### config.mk
export PLATFORM = sky130hd
export DESIGN_NAME = asap2_core
export DESIGN_NICKNAME = d
export VERILOG_FILES = /design/src/rtl/asap2_pkg.sv /design/src/rtl/asap2_alu.sv /design/src/rtl/asap2_core.sv
export SDC_FILE = /design/constraint.sdc
export NUM_CORES = 1
export LEC_CHECK = 0
export CORE_MARGIN = 3
export CORE_UTILIZATION = 45
export DETAILED_ROUTE_END_ITERATION = 10
export GPL_TIMING_DRIVEN = 0
export HOLD_SLACK_MARGIN = 0.12
export RECOVER_POWER = 100
export SYNTH_ARGS = -nofsm -noshare
export SYNTH_HDL_FRONTEND = slang
export SYNTH_SLANG_ARGS = --single-unit
### constraint.sdc
create_clock -name clk_i -period 11.8 [get_ports clk_i]
set_clock_uncertainty 0.2 [all_clocks]
set_input_delay 1.18 -clock clk_i [delete_from_list [all_inputs] [get_ports clk_i]]
set_output_delay 1.18 -clock clk_i [all_outputs]
set_load 0.005 [all_outputs]
### src/rtl/asap2_pkg.sv
// ============================================================================
// Module      : asap2_pkg
// Description : Shared opcode, state and control constants for the ASAP2 core.
// Revision    : 1.0 - initial release
// ============================================================================
`default_nettype none

package asap2_pkg;

    localparam int c_opc_w = 4;

    localparam logic [c_opc_w-1:0] c_opc_nop = 4'd0;
    localparam logic [c_opc_w-1:0] c_opc_lda = 4'd1;
    localparam logic [c_opc_w-1:0] c_opc_add = 4'd2;
    localparam logic [c_opc_w-1:0] c_opc_sub = 4'd3;
    localparam logic [c_opc_w-1:0] c_opc_sta = 4'd4;
    localparam logic [c_opc_w-1:0] c_opc_ldi = 4'd5;
    localparam logic [c_opc_w-1:0] c_opc_jmp = 4'd6;
    localparam logic [c_opc_w-1:0] c_opc_jc  = 4'd7;
    localparam logic [c_opc_w-1:0] c_opc_jz  = 4'd8;
    localparam logic [c_opc_w-1:0] c_opc_out = 4'd14;
    localparam logic [c_opc_w-1:0] c_opc_hlt = 4'd15;

    typedef enum logic [2:0] {
        ST_IDLE  = 3'd0,
        ST_FETCH = 3'd1,
        ST_EXEC  = 3'd2,
        ST_MEM   = 3'd3,
        ST_HALT  = 3'd4
    } state_e;

endpackage

`default_nettype wire

### src/rtl/asap2_alu.sv
// ============================================================================
// Module      : asap2_alu
// Description : Combinational add/subtract with carry-out and zero detect.
// Revision    : 1.0 - initial release
// ============================================================================
`default_nettype none

module asap2_alu #(
    parameter int DATA_W = 8
) (
    input  logic [DATA_W-1:0] a_i,
    input  logic [DATA_W-1:0] b_i,
    input  logic              sub_i,
    output logic [DATA_W-1:0] y_o,
    output logic              carry_o,
    output logic              zero_o
);

    logic [DATA_W:0]   w_sum;
    logic [DATA_W-1:0] w_b;

    // Subtraction is A + ~B + 1, so carry-out means "no borrow" (A >= B).
    always_comb begin
        w_b     = sub_i ? ~b_i : b_i;
        w_sum   = {1'b0, a_i} + {1'b0, w_b} + {{DATA_W{1'b0}}, sub_i};
        y_o     = w_sum[DATA_W-1:0];
        carry_o = w_sum[DATA_W];
        zero_o  = (w_sum[DATA_W-1:0] == '0);
    end

endmodule

`default_nettype wire

### src/rtl/asap2_core.sv
// ============================================================================
// Module      : asap2_core
// Description : Accumulator CPU with internal program/data memory and loader.
// Revision    : 1.0 - initial release
// ============================================================================
`default_nettype none

module asap2_core
    import asap2_pkg::*;
#(
    parameter int DATA_W = 8,
    parameter int ADDR_W = 4
) (
    input  logic              clk_i,
    input  logic              rst_i,
    input  logic              ce_i,
    input  logic              run_i,
    input  logic              ld_we_i,
    input  logic [ADDR_W-1:0] ld_addr_i,
    input  logic [DATA_W-1:0] ld_data_i,
    output logic [DATA_W-1:0] out_data_o,
    output logic              out_valid_o,
    output logic              halted_o,
    output logic              busy_o,
    output logic [ADDR_W-1:0] pc_o,
    output logic              carry_o,
    output logic              zero_o
);

    generate
        if (DATA_W < 8 || ADDR_W > DATA_W - 4) begin : g_bad_params
            $error("asap2_core: need DATA_W >= 8 and ADDR_W <= DATA_W-4");
        end
    endgenerate

    state_e            state_q, state_d;
    logic [ADDR_W-1:0] pc_q, pc_d;
    logic [ADDR_W-1:0] addr_q, addr_d;
    logic [DATA_W-1:0] ir_q, ir_d;
    logic [DATA_W-1:0] acc_q, acc_d;
    logic              c_q, c_d;
    logic              z_q, z_d;
    logic [DATA_W-1:0] out_data_q, out_data_d;
    logic              out_valid_q, out_valid_d;

    logic [DATA_W-1:0] mem_q [2**ADDR_W];

    logic              w_mem_we;
    logic [ADDR_W-1:0] w_mem_waddr;
    logic [DATA_W-1:0] w_mem_wdata;
    logic [DATA_W-1:0] w_rd_pc;
    logic [DATA_W-1:0] w_rd_addr;
    logic [c_opc_w-1:0] w_opcode;
    logic [ADDR_W-1:0] w_ir_addr;
    logic [DATA_W-1:0] w_alu_y;
    logic              w_alu_c;
    logic              w_alu_z;

    assign w_rd_pc   = mem_q[pc_q];
    assign w_rd_addr = mem_q[addr_q];
    assign w_opcode  = ir_q[DATA_W-1 -: c_opc_w];
    assign w_ir_addr = ir_q[ADDR_W-1:0];

    asap2_alu #(
        .DATA_W (DATA_W)
    ) u_alu (
        .a_i     (acc_q),
        .b_i     (w_rd_addr),
        .sub_i   (w_opcode == c_opc_sub),
        .y_o     (w_alu_y),
        .carry_o (w_alu_c),
        .zero_o  (w_alu_z)
    );

    always_comb begin
        state_d     = state_q;
        pc_d        = pc_q;
        addr_d      = addr_q;
        ir_d        = ir_q;
        acc_d       = acc_q;
        c_d         = c_q;
        z_d         = z_q;
        out_data_d  = out_data_q;
        out_valid_d = 1'b0;
        w_mem_we    = 1'b0;
        w_mem_waddr = ld_addr_i;
        w_mem_wdata = ld_data_i;

        if (ce_i) begin
            case (state_q)
                ST_IDLE: begin
                    pc_d     = '0;
                    w_mem_we = ld_we_i;
                    if (run_i) state_d = ST_FETCH;
                end
                ST_FETCH: begin
                    if (!run_i) begin
                        state_d = ST_IDLE;
                    end else begin
                        ir_d    = w_rd_pc;
                        pc_d    = pc_q + ADDR_W'(1);
                        state_d = ST_EXEC;
                    end
                end
                ST_EXEC: begin
                    state_d = ST_FETCH;
                    case (w_opcode)
                        c_opc_lda, c_opc_add, c_opc_sub: begin
                            addr_d  = w_ir_addr;
                            state_d = ST_MEM;
                        end
                        c_opc_sta: begin
                            w_mem_we    = 1'b1;
                            w_mem_waddr = w_ir_addr;
                            w_mem_wdata = acc_q;
                        end
                        c_opc_ldi: acc_d = DATA_W'(ir_q[DATA_W-5:0]);
                        c_opc_jmp: pc_d = w_ir_addr;
                        c_opc_jc:  if (c_q) pc_d = w_ir_addr;
                        c_opc_jz:  if (z_q) pc_d = w_ir_addr;
                        c_opc_out: begin
                            out_data_d  = acc_q;
                            out_valid_d = 1'b1;
                        end
                        c_opc_hlt: state_d = ST_HALT;
                        default: ;
                    endcase
                end
                ST_MEM: begin
                    state_d = ST_FETCH;
                    if (w_opcode == c_opc_lda) begin
                        acc_d = w_rd_addr;
                    end else begin
                        acc_d = w_alu_y;
                        c_d   = w_alu_c;
                        z_d   = w_alu_z;
                    end
                end
                ST_HALT: begin
                    w_mem_we = ld_we_i;
                    if (!run_i) state_d = ST_IDLE;
                end
                default: state_d = ST_IDLE;
            endcase
        end

        // No write may land while reset is held, even in IDLE.
        w_mem_we = w_mem_we & rst_i;
    end

    always_ff @(posedge clk_i or negedge rst_i) begin
        if (!rst_i) begin
            state_q     <= ST_IDLE;
            pc_q        <= '0;
            addr_q      <= '0;
            ir_q        <= '0;
            acc_q       <= '0;
            c_q         <= 1'b0;
            z_q         <= 1'b0;
            out_data_q  <= '0;
            out_valid_q <= 1'b0;
        end else begin
            state_q     <= state_d;
            pc_q        <= pc_d;
            addr_q      <= addr_d;
            ir_q        <= ir_d;
            acc_q       <= acc_d;
            c_q         <= c_d;
            z_q         <= z_d;
            out_data_q  <= out_data_d;
            out_valid_q <= out_valid_d;
        end
    end

    always_ff @(posedge clk_i) begin
        if (w_mem_we) mem_q[w_mem_waddr] <= w_mem_wdata;
    end

    assign out_data_o  = out_data_q;
    assign out_valid_o = out_valid_q;
    assign halted_o    = (state_q == ST_HALT);
    assign busy_o      = (state_q == ST_FETCH) || (state_q == ST_EXEC) || (state_q == ST_MEM);
    assign pc_o        = pc_q;
    assign carry_o     = c_q;
    assign zero_o      = z_q;

endmodule

`default_nettype wire

Figure 1. Signal wires on met1 (run 1).
The bar under the picture is 50 microns long. Supply wires on this layer in gray.
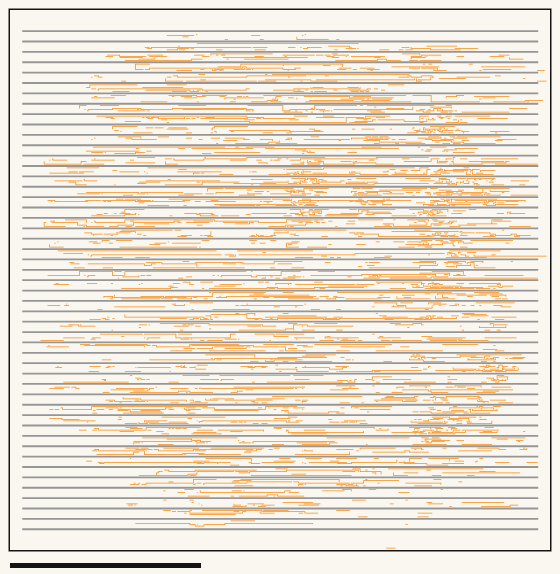
longest straight run = 45.5 microns
share of all routed wire = 40%
via total after detailed routing: 5079
aggregate routed wire length: 22020 microns
met1 routing resource usage after global routing: 0.2994

Figure 2. Met2 routing (run 1).
The bar under the picture is 50 microns long.
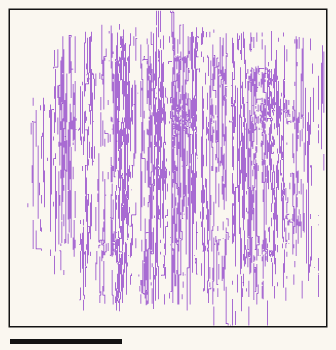
wire length on this layer = 11500 microns
main direction = vertical
global routing usage on met2: 0.3972

Figure 3. M3 wires (run 1).
Cells faint in the background.
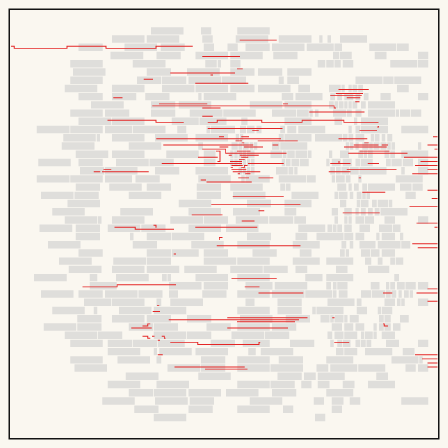
main direction = horizontal
longest straight run = 60.0 microns
share of all routed wire = 5.8%
nets with wire on the layer = 93
wire length on this layer = 1270 microns
met3 track utilization from global routing: 0.04853

==> flow_metrics.env, run 1 <==
# yosys + openroad results
export IMPL_result_of_the_run="finished, violations left"
export IMPL_violated_checks="capacitance limit, slew limit"
export IMPL_design_final_nets=585
export IMPL_tapcell_inserted=225
export IMPL_post_synth_instance_area_sq_um=8267
export IMPL_design_area_sq_um=9440
export IMPL_drtPass1Iterations=5
export IMPL_grt_first_pass_wirelength_microns=32910
export IMPL_floorplan_die_height_microns=141.5
export IMPL_switching_share=0.3614
export IMPL_regArea_sq_um=4795
export IMPL_clk_lat_worst_skew_ns=0.44
export IMPL_core_area_sq_um=17660
export IMPL_detailedRoute_firstIterationViolations=526
export IMPL_pre_cts_ws_ns=6.869
export IMPL_post_cts_buffers=0
export IMPL_muxShareOfSynthArea=0.2612
export IMPL_rsz0062_at_grt="false"
export IMPL_initial_antenna_violation_count=0
export IMPL_netlist_area_leader_share=0.4650
export IMPL_crit_family="buffers and inverters"
export IMPL_antenna_violating_nets_post_route=0
export IMPL_top_usage_layer="met2"
export IMPL_syn_mean_instance_area_sq_um=16.37
export IMPL_timing_rr_start="addr_q[0]$_DFFE_PN0P_"
export IMPL_synth_comb_largest_family="multiplexers"
export IMPL_p_seq_w=0.000762
export IMPL_timing_critical_path_from="addr_q[0]$_DFFE_PN0P_"
export IMPL_antenna_cells_inserted=0
export IMPL_buf_inv_stages_crit_path=4
export IMPL_fa_ha_area_frac=0.01604
export IMPL_slew_violations=40
export IMPL_syn_num_nets=532
export IMPL_worstHoldPathCells=1
export IMPL_power_net_switching_w=0.0007935
export IMPL_worst_path_most_repeated_cell="sky130_fd_sc_hd__clkbuf_1"
export IMPL_power_clock_total_w=0.000541
export IMPL_num_fill_cells=1415
export IMPL_post_synth_main_area_contributors="sky130_fd_sc_hd__edfxtp_1, sky130_fd_sc_hd__mux4_2, sky130_fd_sc_hd__dfrtp_1, sky130_fd_sc_hd__mux2_2, sky130_fd_sc_hd__nor2_1"
export IMPL_number_of_design_rule_violations_left_after_detail_routing=0
export IMPL_postLayoutSetupSlackWorst_ns=6.134
export IMPL_synth_simple_area_share=0.06084
export IMPL_synth_yosys_warnings=0
export IMPL_edf_count=128
export IMPL_synthToLayoutAreaGrowth_pct=14.20
export IMPL_holdCritPathClass="register to register"
export IMPL_critPathSlowestCell="sky130_fd_sc_hd__clkbuf_1"
export IMPL_area_share_nonclk_buffers=0.04573
export IMPL_routed_top_layer="met4"
export IMPL_asyncSetResetFlopFracSynth=0.2289
export IMPL_cts_max_level=4
export IMPL_power_group_top="combinational cells"
export IMPL_cts_sinks=166
export IMPL_maximum_number_of_pins_on_one_net_before_global_route_repair=40
export IMPL_final_cells=796
export IMPL_seq_power_share=0.347
export IMPL_via_per_inst=6.381
export IMPL_row_count=48
export IMPL_min_to="out_data_o[0]$_DFFE_PN0P_"
export IMPL_signal_buffers=60
export IMPL_timing_reg2reg_setup_slack_ns=6.13
export IMPL_yosys_stat_area_sq_um=8267
export IMPL_cts_tree="done"
export IMPL_power_report_internal_total_w=0.001402
export IMPL_first_global_vias=5159
export IMPL_number_of_flip_flops_under_the_largest_register_name=128
export IMPL_seq_share=0.5079
export IMPL_reg2reg_depth=13
export IMPL_worst_setup_path_type="register to register"
export IMPL_ys_cells=505
export IMPL_top_level_ports=34
export IMPL_cp_end_kind="register"
export IMPL_logic_area_sq_um=3317
export IMPL_ctsResizeCount=0
export IMPL_ys_ff=166
export IMPL_wl_met2_microns=11520
export IMPL_worstPathArrival_ns=5.83
export IMPL_relative_area_of_clock_buffers_and_inverters_in_the_final_design=0.06084
export IMPL_final_signal_inverter_count=11
export IMPL_worst_setup_path_endpoint="zero_o$_DFFE_PN0P_"
export IMPL_timing_worst_slew_pin_value_ns=2.117
export IMPL_routedLengthMet1_microns=8731
export IMPL_clockRootBuffer="sky130_fd_sc_hd__clkbuf_16"
export IMPL_placedCellCount=763
export IMPL_cts_clk_slew_worst_paths_ns=0.07
export IMPL_hold_startpoint="out_data_o[0]$_DFFE_PN0P_"
export IMPL_yosys_cell_types_count=46
export IMPL_syn_inst=505
export IMPL_groute_usage_overall=0.2307
export IMPL_p_clk_frac=0.246
export IMPL_final_layout_top_logic_cell="sky130_fd_sc_hd__edfxtp_1"
export IMPL_largest_register="mem_q"
export IMPL_seq_cell_count=166
export IMPL_setup_worst_path_start_class="register"
export IMPL_openroad_warnings=27
export IMPL_synth_top_flop_cell="sky130_fd_sc_hd__edfxtp_1"
export IMPL_num_clock_buffers=18
export IMPL_crit_path_cell_trace="clkbuf_1, clkbuf_1, clkbuf_1, mux4_2, mux4_2, xor2_1, ha_1, clkbuf_1, a21oi_1, xnor2_1, or4b_2, nor3_1, a32o_1"
export IMPL_number_of_buffers_inserted_during_clock_tree_synthesis=17
export IMPL_largest_cell_class="flip-flops and latches"
export IMPL_synthMostInstantiatedCell="sky130_fd_sc_hd__edfxtp_1"
export IMPL_top_area_cell="sky130_fd_sc_hd__edfxtp_1"
export IMPL_cts_hold_buffers=0
export IMPL_timing_final_hold_violations=0
export IMPL_pwr_group_combinational_w=0.000893
export IMPL_sh_comb_area=0.3514
export IMPL_total_power_after_layout_w=0.002195
export IMPL_lay_top_cells="sky130_fd_sc_hd__edfxtp_1, sky130_fd_sc_hd__mux4_2, sky130_fd_sc_hd__nor2_1, sky130_fd_sc_hd__dfrtp_1, sky130_fd_sc_hd__o21ai_0"
export IMPL_gp_routability_congestion=0.8625
export IMPL_initial_core_util=0.4682
export IMPL_power_share_combinational=0.407
export IMPL_die_w_microns=141.5
export IMPL_xor_area_frac=0.01589
export IMPL_final_setup_viol_count=0
export IMPL_setup_total_negative_slack_ns=0
export IMPL_fmax_mhz=176.5
export IMPL_synth_compound_gate_area_share=0.04798
export IMPL_chip_area_sq_um=20030
export IMPL_hpwlAfterDp_microns=14820
export IMPL_max_cap_viol_count=1
export IMPL_cp_depth=13
==> run 2: changes to the inputs <==
- clock period: 11.8 -> 4.9 ns (I/O delays scaled with it)
Figure 4. Signal wires on met4 (run 2).
The bar under the picture is 50 microns long. Supply wires on this layer in gray.
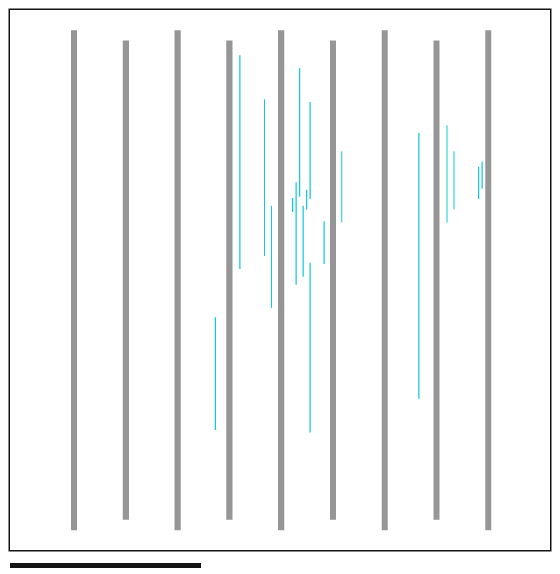
nets with wire on the layer = 14
share of all routed wire = 2.1%
longest straight run = 69.4 microns
main direction = vertical
aggregate routed wire length: 22060 microns
via total after detailed routing: 5076

==> flow_metrics.env, run 2 <==
# yosys + openroad results
export IMPL_die_w_microns=141.5
export IMPL_seq_cell_count=166
export IMPL_p_seq_w=0.00183
export IMPL_placedCellCount=763
export IMPL_yosys_cell_types_count=46
export IMPL_openroad_warnings=27
export IMPL_syn_inst=505
export IMPL_post_synth_main_area_contributors="sky130_fd_sc_hd__edfxtp_1, sky130_fd_sc_hd__mux4_2, sky130_fd_sc_hd__dfrtp_1, sky130_fd_sc_hd__mux2_2, sky130_fd_sc_hd__nor2_1"
export IMPL_chip_area_sq_um=20030
export IMPL_cts_sinks=166
export IMPL_max_cap_viol_count=0
export IMPL_routedLengthMet1_microns=8684
export IMPL_result_of_the_run="completed"
export IMPL_routed_top_layer="met4"
export IMPL_yosys_stat_area_sq_um=8267
export IMPL_timing_critical_path_from="addr_q[1]$_DFFE_PN0P_"
export IMPL_switching_share=0.3613
export IMPL_synth_comb_largest_family="multiplexers"
export IMPL_timing_worst_slew_pin_value_ns=1.330
export IMPL_signal_buffers=61
export IMPL_row_count=48
export IMPL_groute_usage_overall=0.2308
export IMPL_power_share_combinational=0.408
export IMPL_crit_family="buffers and inverters"
export IMPL_logic_area_sq_um=3317
export IMPL_syn_num_nets=532
export IMPL_final_signal_inverter_count=11
export IMPL_top_area_cell="sky130_fd_sc_hd__edfxtp_1"
export IMPL_final_cells=797
export IMPL_num_fill_cells=1411
export IMPL_syn_mean_instance_area_sq_um=16.37
export IMPL_power_net_switching_w=0.001914
export IMPL_top_usage_layer="met2"
export IMPL_post_synth_instance_area_sq_um=8267
export IMPL_reg2reg_depth=12
export IMPL_floorplan_die_height_microns=141.5
export IMPL_worstPathArrival_ns=4.84
export IMPL_ctsResizeCount=1
export IMPL_critPathSlowestCell="sky130_fd_sc_hd__or4b_2"
export IMPL_regArea_sq_um=4795
export IMPL_antenna_violating_nets_post_route=0
export IMPL_worstHoldPathCells=1
export IMPL_maximum_number_of_pins_on_one_net_before_global_route_repair=40
export IMPL_post_cts_buffers=0
export IMPL_initial_antenna_violation_count=0
export IMPL_area_share_nonclk_buffers=0.04775
export IMPL_seq_power_share=0.346
export IMPL_muxShareOfSynthArea=0.2612
export IMPL_synth_top_flop_cell="sky130_fd_sc_hd__edfxtp_1"
export IMPL_drtPass1Iterations=6
export IMPL_gp_routability_congestion=0.8625
export IMPL_rsz0062_at_grt="false"
export IMPL_core_area_sq_um=17660
export IMPL_worst_setup_path_type="register to register"
export IMPL_synth_yosys_warnings=0
export IMPL_cts_clk_slew_worst_paths_ns=0.07
export IMPL_first_global_vias=5171
export IMPL_cts_tree="done"
export IMPL_cp_end_kind="register"
export IMPL_crit_path_cell_trace="buf_2, clkbuf_1, mux4_2, mux4_2, xor2_1, ha_1, clkbuf_1, a21oi_1, xnor2_1, or4b_2, nor3_1, a32o_1"
export IMPL_min_to="out_data_o[0]$_DFFE_PN0P_"
export IMPL_tapcell_inserted=225
export IMPL_synthMostInstantiatedCell="sky130_fd_sc_hd__edfxtp_1"
export IMPL_netlist_area_leader_share=0.4650
export IMPL_fmax_mhz=213.9
export IMPL_grtUsageMet2=0.3977
export IMPL_initial_core_util=0.4682
export IMPL_cts_max_level=4
export IMPL_antenna_cells_inserted=0
export IMPL_number_of_buffers_inserted_during_clock_tree_synthesis=17
export IMPL_sh_comb_area=0.3506
export IMPL_number_of_flip_flops_under_the_largest_register_name=128
export IMPL_relative_area_of_clock_buffers_and_inverters_in_the_final_design=0.06071
export IMPL_setup_worst_path_start_class="register"
export IMPL_xor_area_frac=0.01589
export IMPL_num_clock_buffers=18
export IMPL_wl_met2_microns=11530
export IMPL_synthToLayoutAreaGrowth_pct=14.44
export IMPL_pre_cts_ws_ns=-0.03058
export IMPL_fa_ha_area_frac=0.01604
export IMPL_buf_inv_stages_crit_path=3
export IMPL_grt_first_pass_wirelength_microns=32930
export IMPL_pwr_group_combinational_w=0.00216
export IMPL_cts_hold_buffers=1
export IMPL_edf_count=128
export IMPL_via_per_inst=6.369
Figure 5. M3 wires (run 2).
Cells faint in the background.
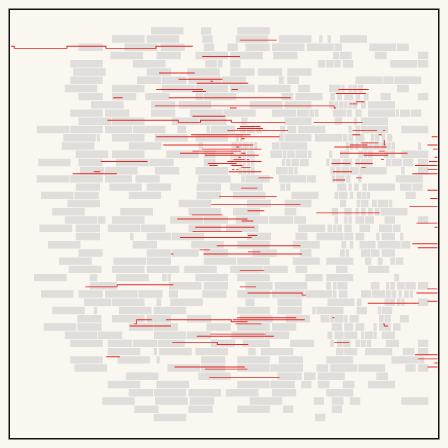
main direction = horizontal
nets with wire on the layer = 89
share of all routed wire = 6.3%
longest straight run = 59.1 microns
wire length on this layer = 1390 microns
met3 track utilization from global routing: 0.04820

